<file path="config.mk">
export PLATFORM = sky130hd
export DESIGN_NAME = seg_display_scan
export DESIGN_NICKNAME = d
export VERILOG_FILES = /design/src/rtl/seg_display_scan.sv
export SDC_FILE = /design/constraint.sdc
export NUM_CORES = 1
export LEC_CHECK = 0
export ABC_AREA = 1
export ABC_CLOCK_PERIOD_IN_PS = 2930
export CAP_MARGIN = 25
export CORE_MARGIN = 1
export CORE_UTILIZATION = 50
export CTS_CLUSTER_DIAMETER = 80
export CTS_CLUSTER_SIZE = 20
export DETAILED_ROUTE_END_ITERATION = 10
export PLACE_DENSITY = 0.72
export SETUP_SLACK_MARGIN = 0.05
export SYNTH_ARGS = -nofsm -noshare
export SYNTH_HDL_FRONTEND = slang
export SYNTH_SLANG_ARGS = --single-unit
</file>
<file path="constraint.sdc">
create_clock -name clk -period 2.93 [get_ports clk]
set_clock_uncertainty 0.1 [all_clocks]
set_input_delay 0.293 -clock clk [delete_from_list [all_inputs] [get_ports clk]]
set_output_delay 0.293 -clock clk [all_outputs]
set_load 0.05 [all_outputs]
</file>
<file path="src/rtl/seg_display_scan.sv">
// seg_display_scan: 4-digit multiplexed 7-segment scanner with a
// per-frame shadow capture and a dark guard interval at each slot start.
//
// Ports:
//   clk        - system clock, rising edge
//   reset      - asynchronous, active-high
//   data[15:0] - four hex digits, digit i = data[4i+3:4i], digit 0 rightmost
//   dp_in[3:0] - decimal point request per digit, active-high
//   blank[3:0] - force digit dark, active-high
//   an[3:0]    - anode enables, active-low, at most one low
//   seg[6:0]   - cathodes {g,f,e,d,c,b,a}, active-low
//   dp         - decimal point cathode, active-low
//   frame_done - one-cycle pulse after each shadow capture
//
// Parameters: SCAN_TIME (cycles per slot, >= 2), GUARD_TIME (< SCAN_TIME).
// Build option: define SEG_LEADING_ZERO_BLANK_EN to darken leading zero
// digits (digit 0 is never suppressed).
module seg_display_scan #(
    parameter logic [19:0] SCAN_TIME  = 20'h1_ffff,
    parameter logic [19:0] GUARD_TIME = 20'h0_0fff
) (
    input  logic        clk,
    input  logic        reset,
    input  logic [15:0] data,
    input  logic [3:0]  dp_in,
    input  logic [3:0]  blank,
    output logic [3:0]  an,
    output logic [6:0]  seg,
    output logic        dp,
    output logic        frame_done
);

    logic [19:0] cnt_q, cnt_d;
    logic [1:0]  idx_q, idx_d;
    logic [15:0] data_sh_q, data_sh_d;
    logic [3:0]  dp_sh_q, dp_sh_d;
    logic [3:0]  blank_sh_q, blank_sh_d;
    logic [3:0]  an_q, an_d;
    logic [6:0]  seg_q, seg_d;
    logic        dp_q, dp_d;
    logic        frame_done_q, frame_done_d;

    logic        capture;
    logic        wrap;
    logic        lz_dark;
    logic        dark;
    logic [3:0]  nib;

    function automatic logic [6:0] hex_decode(input logic [3:0] h);
        logic [6:0] s;
        case (h)
            4'h0:    s = 7'b1000000;
            4'h1:    s = 7'b1111001;
            4'h2:    s = 7'b0100100;
            4'h3:    s = 7'b0110000;
            4'h4:    s = 7'b0011001;
            4'h5:    s = 7'b0010010;
            4'h6:    s = 7'b0000010;
            4'h7:    s = 7'b1111000;
            4'h8:    s = 7'b0000000;
            4'h9:    s = 7'b0010000;
            4'hA:    s = 7'b0001000;
            4'hB:    s = 7'b0000011;
            4'hC:    s = 7'b1000110;
            4'hD:    s = 7'b0100001;
            4'hE:    s = 7'b0000110;
            default: s = 7'b0001110;
        endcase
        return s;
    endfunction

    always_comb begin
        wrap    = (cnt_q == SCAN_TIME - 20'd1);
        cnt_d   = wrap ? 20'd0 : cnt_q + 20'd1;
        idx_d   = wrap ? idx_q + 2'd1 : idx_q;
        capture = (cnt_q == 20'd0) && (idx_q == 2'd0);

        data_sh_d  = capture ? data  : data_sh_q;
        dp_sh_d    = capture ? dp_in : dp_sh_q;
        blank_sh_d = capture ? blank : blank_sh_q;

        frame_done_d = capture;

        // Decode from the post-capture shadow so a zero guard interval
        // still shows the freshly captured frame in its first cycle.
        nib = data_sh_d[{idx_q, 2'b00} +: 4];

        lz_dark = 1'b0;
`ifdef SEG_LEADING_ZERO_BLANK_EN
        case (idx_q)
            2'd3:    lz_dark = (data_sh_d[15:12] == 4'h0);
            2'd2:    lz_dark = (data_sh_d[15:8] == 8'h00);
            2'd1:    lz_dark = (data_sh_d[15:4] == 12'h000);
            default: lz_dark = 1'b0;
        endcase
`endif

        dark = (cnt_q < GUARD_TIME) || blank_sh_d[idx_q] || lz_dark;

        an_d  = dark ? 4'b1111 : ~(4'b0001 << idx_q);
        seg_d = dark ? 7'h7F : hex_decode(nib);
        dp_d  = dark ? 1'b1 : ~dp_sh_d[idx_q];
    end

    always_ff @(posedge clk or posedge reset) begin
        if (reset) begin
            cnt_q        <= '0;
            idx_q        <= '0;
            data_sh_q    <= '0;
            dp_sh_q      <= '0;
            blank_sh_q   <= '0;
            an_q         <= 4'b1111;
            seg_q        <= 7'h7F;
            dp_q         <= 1'b1;
            frame_done_q <= 1'b0;
        end else begin
            cnt_q        <= cnt_d;
            idx_q        <= idx_d;
            data_sh_q    <= data_sh_d;
            dp_sh_q      <= dp_sh_d;
            blank_sh_q   <= blank_sh_d;
            an_q         <= an_d;
            seg_q        <= seg_d;
            dp_q         <= dp_d;
            frame_done_q <= frame_done_d;
        end
    end

    assign an         = an_q;
    assign seg        = seg_q;
    assign dp         = dp_q;
    assign frame_done = frame_done_q;

endmodule

</file>
==> images/sizes.png <==
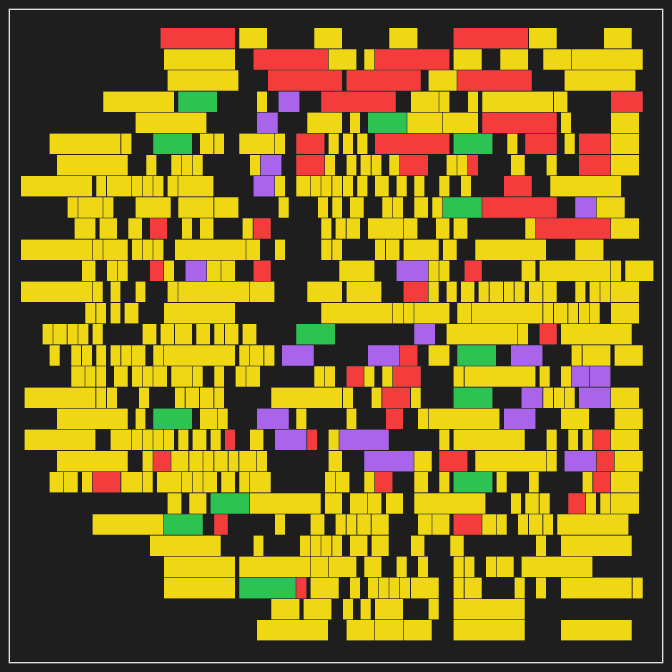
_2 cells -> red  # cells 46, most used dfstp_2
_0 and _1 cells -> yellow  # cells 386, most used nand2_1
_3 and _4 cells -> purple  # cells 21, most used buf_4
_6 and larger -> green  # cells 13, most used clkbuf_8

==> images/placement.png <==
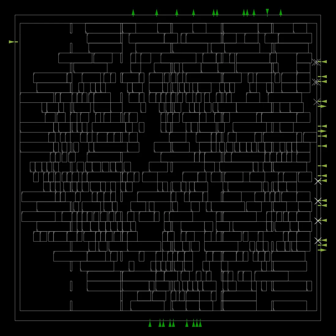
Filler Cell Count: 556
flop share of the area: 0.369
post-layout instance count excluding filler cells: 543
count of flip-flops and latches: 59

==> run notes <==
Implementation progress

The clock transition at the registers of the reported paths stands at 70 ps. The critical path runs through a total of 15 cells. According to the finish report, the design has a final net count of about 500. The highest cell delay on the worst timing path stands at 400 ps. The share of power burned in the clock network stands at 0.414. Entering global routing, the biggest net connects 31 pins. Once iteration 0 of detailed routing completed, the report listed roughly 220 DRC markers.

The depth of the worst register-to-register path stands at 15. The max-cap check violation count stands at 0. Looking at the clock tree report, the H-tree level count equals 3. The pin slew with the least headroom to its limit stands at 645 ps. The area growth from synthesis to layout stands at 20.5%. The number of clock sinks came to 59.

The synthesized flop and latch total stands at roughly 60. The relative contribution of combinational cells to total power stands at 0.077. The global-route usage over all layers stands at 0.230.

The remaining number of nets flagged by the antenna check after routing stands at 0. The die area stands at 7040 um^2. The count of TritonRoute iterations in the first routing pass stands at 8. 0 antenna diodes ended up in the layout. Per the detail_route report, DRC violations left total 13. The final reports fail on design-rule violations. The worst setup path is captured at a flop.

Counting along the longest clock path gives a buffer depth of 2. The flow ran to the end, but the final reports show violations. The total cells reported by yosys after synthesis stands at ~410. The post-synthesis instance area stands at roughly 3400 um^2. The total wirelength of the detailed-routed design stands at around 7300 um. STA classifies the critical path startpoint as a flop. The post-synthesis net count stands at roughly 450.

The warning tally printed by Yosys for this design is 0. In this run the cell area measured after placement is 3830 um^2. The sequential share of power stands at 0.509. Total power normalized to cell area comes to between 400 and 500 nW/um^2. The die boundary width stands at approximately 84 um.

The wire length of the first global-routing pass stands at approximately 13000 um. The number of vias per cell stands at a little over 5. The final tally of hold violations stands at 0.

In the final report, the number of endpoints failing setup comes to 0. After synthesis, the largest family of logic cells by area is simple AND/OR/NAND/NOR gates. The share of the core area taken by cells at floorplan is 0.522.
power groups by stage:
stage | registers (W) | clock network, W | logic (W)
global placement | 0.000850 | 0 | 0.000125
global route | 0.000838 | 0.000731 | 0.000143
floorplan | 0.000850 | 0 | 0.0000711
CTS | 0.000837 | 0.000691 | 0.000128
detailed placement | 0.000851 | 0 | 0.000126
finish | 0.000837 | 0.000680 | 0.000126
cells in the mapped netlist (all sizes together):
library cell  count  share of area
a21oi             3         0.0045
o21ai             4         0.0071
nor3b             1         0.0022
nand2           127           0.16
clkinv            1         0.0011
nand3            55           0.10
xor2              3         0.0078
buf               6          0.017
mux2              4          0.013
inv              56          0.063
o21a              2         0.0045
clkbuf            1         0.0011
and2              4         0.0075
a31oi             4         0.0075
nor2             37          0.050
ha               13          0.049
a211oi            2         0.0045
o211ai            1         0.0022
a221oi            1         0.0026
xnor2             2         0.0052
nand4             9          0.017
nor4              1         0.0019
or2               1         0.0019
nor3             12          0.019
dfstp            12          0.094
dfrtp            47           0.35
per-layer routing:
layer,vias up,part of all wire,track usage
met3,16,0.058,0.0554
li1,1409,-,-
met2,79,0.47,0.379
met1,1299,0.45,0.287
met5,-,0,0
met4,0,0.025,0.103
registers in the layout, summed over array words and instances, names as in the netlist:
name / count
idx_q: 2
dp: 1
dp_sh_q: 4
an: 4
cnt_q: 20
seg: 7
blank_sh_q: 4
data_sh_q: 16
frame_done: 1
worst register-to-register path, delay by kind of cell, from the launching register on:
family,cells,cell delay (ps)
buffers and inverters,1,190
and+or+nand+nor,13,1510
DFF,1,400
adders and majority gates,1,290
final cells by class:
class                      instances  area [um^2]
clock buffer                      14          173
tap                               77         96.3
multi-input combinational        286         1580
timing repair buffer              48          468
clock inverter                     2         10.0
fill                             556         2380
inverter                          57          216
sequential                        59         1490
timing repair:
item | in CTS | in global routing
resized | 0 | 0
endpoints found under the setup margin | 0 | 2
buffers inserted | 0 | 4
stage by stage:
step	utilization	cells	setup slack (ps)	hold WS, ps	power [W]
floorplan	-	409	273	311	0.000921
global placement	0.596	523	339	362	0.000976
detailed placement	0.596	523	225	366	0.000977
CTS	0.624	539	204	283	0.00166
global route	0.629	543	131	325	0.00171
finish	0.629	543	412	267	0.00164
cells by family (layout without fill, tap and decap cells):
group	count (synthesis)	count (layout)
buf+inv	64	121
mux	4	4
flops	59	59
fa+ha+maj	13	13
simple gates	247	247
compound gates	17	17
xor+xnor	5	5
path summary, 6_finish.rpt:
check / slack (ps) / end / from
setup / recovery: 410 / seg[1] / cnt_q[19]
hold / removal: 270 / data_sh_q[10] / reset
setup reg to reg: 410 / seg[1] / cnt_q[19]
hold reg to reg: 380 / blank_sh_q[2] / blank_sh_q[2]
max in group asynchronous: 1810 / seg[3] / reset
min in group clk: 380 / blank_sh_q[2] / blank_sh_q[2]
No activity file was given, so power comes from the tool's default toggle rates.
